Fig. 1: sequential cells grouped by signal name
Drawn at 8 px/um.
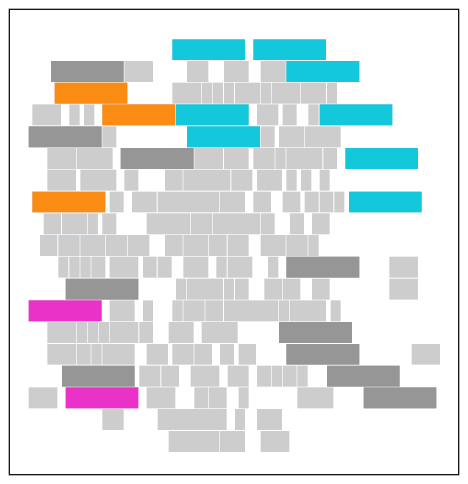
Fig. 2: layout detail
Region (30, 31) to (55, 56) um. Cells in gray, sequential cells in the stronger gray; small squares are vias.
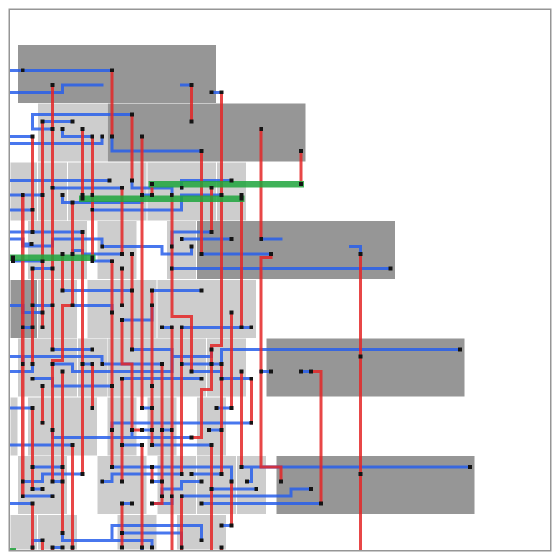
Fig. 3: met1 routing
Drawn at 4 px/um.
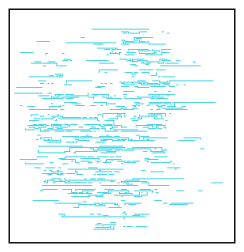
## src/rtl/gerador_melodia.sv

```systemverilog
// Note-sequence transmitter for the ok/tom/nota interface; plays one word-type melody per request.
// Optional completed-sequence counter port "contagem" is built when CONTAGEM_EN is defined.
module gerador_melodia #(
  parameter int GAP   = 1,
  parameter int GAP_W = 8
) (
  input  logic       clk,
  input  logic       reset,
  input  logic       inicio,
  input  logic [1:0] tipo,
  input  logic       variante,
  output logic       ok,
  output logic       tom,
  output logic [2:0] nota,
  output logic       ocupado,
  output logic       pronto
`ifdef CONTAGEM_EN
  ,
  output logic [7:0] contagem
`endif
);

  typedef enum logic [1:0] {
    IDLE = 2'd0,
    EMIT = 2'd1,
    WAIT = 2'd2,
    DONE = 2'd3
  } estado_t;

  localparam logic [GAP_W-1:0] GAP_V = GAP_W'(GAP);
  localparam logic [GAP_W-1:0] UM_V  = {{(GAP_W-1){1'b0}}, 1'b1};

  // {tom, nota} of symbol i for word type t and variant v
  function automatic logic [3:0] simbolo(input logic [1:0] t, input logic v, input logic [2:0] i);
    logic [3:0] s;
    s = 4'b0000;
    case (t)
      2'b01: begin
        case (i)
          3'd0:    s = 4'b0001;
          3'd1:    s = 4'b0010;
          3'd2:    s = 4'b0011;
          3'd3:    s = 4'b0100;
          3'd4:    s = v ? 4'b0111 : 4'b0110;
          default: s = 4'b0000;
        endcase
      end
      2'b10: begin
        case (i)
          3'd0:    s = 4'b0001;
          3'd1:    s = 4'b0011;
          3'd2:    s = 4'b0101;
          3'd3:    s = v ? 4'b0111 : 4'b0110;
          3'd4:    s = v ? 4'b1010 : 4'b1001;
          default: s = 4'b0000;
        endcase
      end
      2'b11: begin
        case (i)
          3'd0:    s = 4'b0010;
          3'd1:    s = 4'b0100;
          3'd2:    s = 4'b0101;
          3'd3:    s = 4'b0110;
          3'd4:    s = 4'b0111;
          default: s = 4'b0000;
        endcase
      end
      default: begin
        case (i)
          3'd0:    s = 4'b0001;
          default: s = 4'b0000;
        endcase
      end
    endcase
    return s;
  endfunction

  estado_t          estado_r, estado_s;
  logic [2:0]       indice_r, indice_s;
  logic [GAP_W-1:0] espera_r, espera_s;
  logic [1:0]       tipo_r, tipo_s;
  logic             var_r, var_s;
  logic [2:0]       ultimo_s;
  logic [3:0]       simbolo_s;
  logic             ok_r, tom_r, ocupado_r, pronto_r;
  logic [2:0]       nota_r;

  assign ultimo_s  = (tipo_r == 2'b00) ? 3'd1 : 3'd5;
  assign simbolo_s = simbolo(tipo_s, var_s, indice_s);

  // Next-state, symbol index, gap countdown and start-time latches
  always_comb begin
    estado_s = estado_r;
    indice_s = indice_r;
    espera_s = espera_r;
    tipo_s   = tipo_r;
    var_s    = var_r;
    case (estado_r)
      IDLE: begin
        if (inicio) begin
          estado_s = EMIT;
          indice_s = 3'd0;
          tipo_s   = tipo;
          var_s    = variante;
        end else begin
          estado_s = IDLE;
        end
      end
      EMIT: begin
        if (indice_r == ultimo_s) begin
          estado_s = DONE;
        end else begin
          indice_s = indice_r + 3'd1;
          if (GAP == 0) begin
            estado_s = EMIT;
          end else begin
            estado_s = WAIT;
            espera_s = GAP_V;
          end
        end
      end
      WAIT: begin
        if (espera_r <= UM_V) begin
          estado_s = EMIT;
        end else begin
          espera_s = espera_r - UM_V;
        end
      end
      DONE:    estado_s = IDLE;
      default: estado_s = IDLE;
    endcase
  end

  // State registers; outputs are registered from the next state so they line up with it
  always_ff @(posedge clk or posedge reset) begin
    if (reset) begin
      estado_r  <= IDLE;
      indice_r  <= 3'd0;
      espera_r  <= {GAP_W{1'b0}};
      tipo_r    <= 2'b00;
      var_r     <= 1'b0;
      ok_r      <= 1'b0;
      tom_r     <= 1'b0;
      nota_r    <= 3'b000;
      ocupado_r <= 1'b0;
      pronto_r  <= 1'b0;
    end else begin
      estado_r  <= estado_s;
      indice_r  <= indice_s;
      espera_r  <= espera_s;
      tipo_r    <= tipo_s;
      var_r     <= var_s;
      ok_r      <= (estado_s == EMIT);
      tom_r     <= (estado_s == EMIT) ? simbolo_s[3] : 1'b0;
      nota_r    <= (estado_s == EMIT) ? simbolo_s[2:0] : 3'b000;
      ocupado_r <= (estado_s == EMIT) || (estado_s == WAIT);
      pronto_r  <= (estado_s == DONE);
    end
  end

  assign ok      = ok_r;
  assign tom     = tom_r;
  assign nota    = nota_r;
  assign ocupado = ocupado_r;
  assign pronto  = pronto_r;

`ifdef CONTAGEM_EN
  logic [7:0] contagem_r;

  // Completed-sequence counter, visible together with the pronto pulse
  always_ff @(posedge clk or posedge reset) begin
    if (reset) begin
      contagem_r <= 8'd0;
    end else if (estado_s == DONE) begin
      contagem_r <= contagem_r + 8'd1;
    end else begin
      contagem_r <= contagem_r;
    end
  end

  assign contagem = contagem_r;
`endif

endmodule
```

## config.mk

```make
export PLATFORM = sky130hd
export DESIGN_NAME = gerador_melodia
export DESIGN_NICKNAME = d
export VERILOG_FILES = /design/src/rtl/gerador_melodia.sv
export SDC_FILE = /design/constraint.sdc
export NUM_CORES = 1
export LEC_CHECK = 0
export CAP_MARGIN = 20
export CORE_AREA = 2 2 54 56
export CTS_CLUSTER_DIAMETER = 40
export DETAILED_ROUTE_END_ITERATION = 10
export DIE_AREA = 0 0 56 58
export PLACE_DENSITY = 0.88
export SETUP_SLACK_MARGIN = 0.02
export SLEW_MARGIN = 5
export SYNTH_ARGS = -nofsm -noshare
export SYNTH_HDL_FRONTEND = slang
export SYNTH_SLANG_ARGS = --single-unit
```

## constraint.sdc

```tcl
create_clock -name clk -period 4.4 [get_ports clk]
set_clock_uncertainty 0.05 [all_clocks]
set_input_delay 0.44 -clock clk [delete_from_list [all_inputs] [get_ports clk]]
set_output_delay 0.44 -clock clk [all_outputs]
set_load 0.02 [all_outputs]
```

==> flow_summary_export.csv <==
group,metric,value,unit
synth,yosysMostFrequentCell,"dfrtp_1",
layout,final_cell_mix,"dfrtp_1 (23), nor2_1 (15), clkdlybuf4s50_1 (12), inv_1 (9)",
global_routing,grt_pass1_wl,5350,um
setup_path,endpoint,"nota[2]$_DFF_PP0_",
place,hpwl,2410,um
setup_path,critPathSlowestCell,"or4b_1",
synth,synthesis.instances,153,
power_and_ir_drop,swShare,0.465,
layout,bufAreaShareNonClock,0.0726,
final_timing,worst_slew_pin_slew,854,ps
layout,lay_top_count,"dfrtp_1",
synth,top_area_cell,"dfrtp_1",
synth,async_reset_ff_frac,1.00,
final_timing,setup_ws,1560,ps
job,warnings,29,
place,portBuffers,12,
clock_network,postCtsHoldBufs,0,
global_routing,met2_usage,0.385,
final_timing,tns,0,ps
setup_path,reg2reg_depth,9,
die,io_pins,13,
final_timing,post-route-min-period,2840,ps
setup_path,crit_start,"indice_r[1]$_DFF_PP0_",
route,avgRoutedWirePerCell,16.4,um
synth,ys_top_cells_by_area,"dfrtp_1 (38%), ha_1 (5.0%), nor2_1 (3.7%), xor2_1 (2.9%), a21oi_1 (2.7%)",
outcome,outcome,"finished, violations left",
synth,top_cell_area_share,0.382,
place,dp_cells,190,
synth,yosysUniqueCellTypes,59,
place,preCtsSetupSlack,1610,ps
power_and_ir_drop,p_per_area,593,mW/mm^2
global_routing,grt_max_degree,24,
layout,nets,176,
layout,num_antenna_cells,0,
setup_path,cp_num_buf_inv,2,
layout,inverters,11,
final_timing,period_used_share,0.646,
setup_path,start_kind,"flip-flop",
die,fp_util,0.565,
route,met3_length,185,um
place,gp_congestion,0.883,
layout,final-comb-area,851,sq um
final_timing,slew_headroom,0.428,
final_timing,fmax,0.352,GHz
global_routing,grt_busiest_layer,"met2",
clock_network,htree_levels,1,
die,rows,19,
synth,synthXorXnorAreaFrac,0.0349,
setup_path,worst-setup-path-type,"flip-flop to flip-flop",
setup_path,r2r_end,"nota[2]$_DFF_PP0_",
global_routing,gr-usage-met3,0.0357,
layout,dominant_cells,"multi-input combinational cells",
layout,nNonClkBuffers,12,
synth,synthesis.nets,165,
synth,mux_share,0.0274,
power_and_ir_drop,power_leader,"combinational cells",
layout,final_cells,194,
clock_network,clkLatencyLatePin,320,ps
clock_network,cts-root-buf,"clkbuf_4",
clock_network,clockBufferDepth,2,
die,fp.dieW,56,um
route,dr_wl_met2,1680,um
final_timing,setup_viol,0,
job,drv_cap,0,
route,drc_errors,1,
outcome,violations,"design-rule violations",
synth,ys_cells,153,
synth,synthAoiAreaFrac,0.213,
clock_network,postCtsSetupRepairBufs,0,
power_and_ir_drop,power,981,uW
die,core,0.00266,sq mm
setup_path,critPathMaxStageDelay,620,ps
layout,fin_area,0.00165,sq mm
power_and_ir_drop,pwr-share-clk,0.102,
synth,avgSynthCellArea,9.84,sq um
power_and_ir_drop,p_comb,528,uW
setup_path,endpoint_kind,"flip-flop",
global_routing,grt_antenna_before_repair,0,
power_and_ir_drop,combPwrFrac,0.539,
layout,drive_gt1_frac,0.123,
die,n_tap_cell,31,
synth,ys_ff,23,
setup_path,cp_cell_sequence,"inv_1, ha_1, or4b_1, a21oi_1, a21oi_1, o22ai_1, ha_1, inv_1, nor4_2",
global_routing,track_usage,0.209,
power_and_ir_drop,cellLeakagePower,0.000711,uW
hold_path,hold_class,"input pin to async pin",
synth,syn_area,0.00151,sq mm
clock_network,cts_sinks,23,
final_timing,rsz0062_at_grt,"false",
power_and_ir_drop,p_int,525,uW
route,drt_pass1_iterations,11,
setup_path,reg2reg_from,"indice_r[1]$_DFF_PP0_",
setup_path,reg2reg_slack,1560,ps
synth,common_cells,"dfrtp_1 (23), nor2_1 (15), inv_1 (9)",
route,final_antenna_net_count,0,
layout,comb_area_frac,0.514,
die,die-area,0.00325,sq mm
clock_network,tritoncts,"done",
layout,fillers,225,
layout,top_register,"espera_r",
setup_path,cp.required,4580,ps
layout,nFlopsAndLatches,23,
final_timing,slew_violations,0,
route,post_drt_via_cell_ratio,6.44,
place,placed_cell_area,0.00163,sq mm
synth,ys_sh_simple,0.240,
synth,ys_top_logic_family,"simple AND/OR/NAND/NOR gates",
clock_network,clkSlewWorstSetupHoldPaths,140,ps
global_routing,grt_pass1_vias,1249,
die,die_y,58,um
route,dr.first_iter.drc_count,41,
power_and_ir_drop,power.switching,456,uW
route,met1_length,1240,um
route,dr.max_layer_used,"met4",
final_timing,hold_violations,0,
power_and_ir_drop,ir_drop,413,uV
layout,final-clk-cell-share,0.0166,
setup_path,path_depth,9,
power_and_ir_drop,p_seq_frac,0.359,
synth,enable_flop_cells,0,
-- Fig. 1 (at the start) --
color	signal	placed flops
magenta	tipo_r	2
cyan	espera_r	8
orange	nota	3
fin util: 0.621
Flop area: 576 sq um
Seq group: 352 uW
Seq/total area: 0.348

-- Fig. 2 (at the start) --
color	layer
green	metal 3
blue	metal 1
red	metal 2
most frequent	nor2_1 (5), dfrtp_1 (5)
sequential cells in the window	5
netlist names of flops here include	espera_r (5)
cells with their middle in the window	32

-- Fig. 3 (at the start) --
longest straight run	20.7 um
share of all routed wire	39%
nets with wire on the layer	153
Vias: 1250
final wirelength: 3180 um

Power and IR drop assume default switching activity.
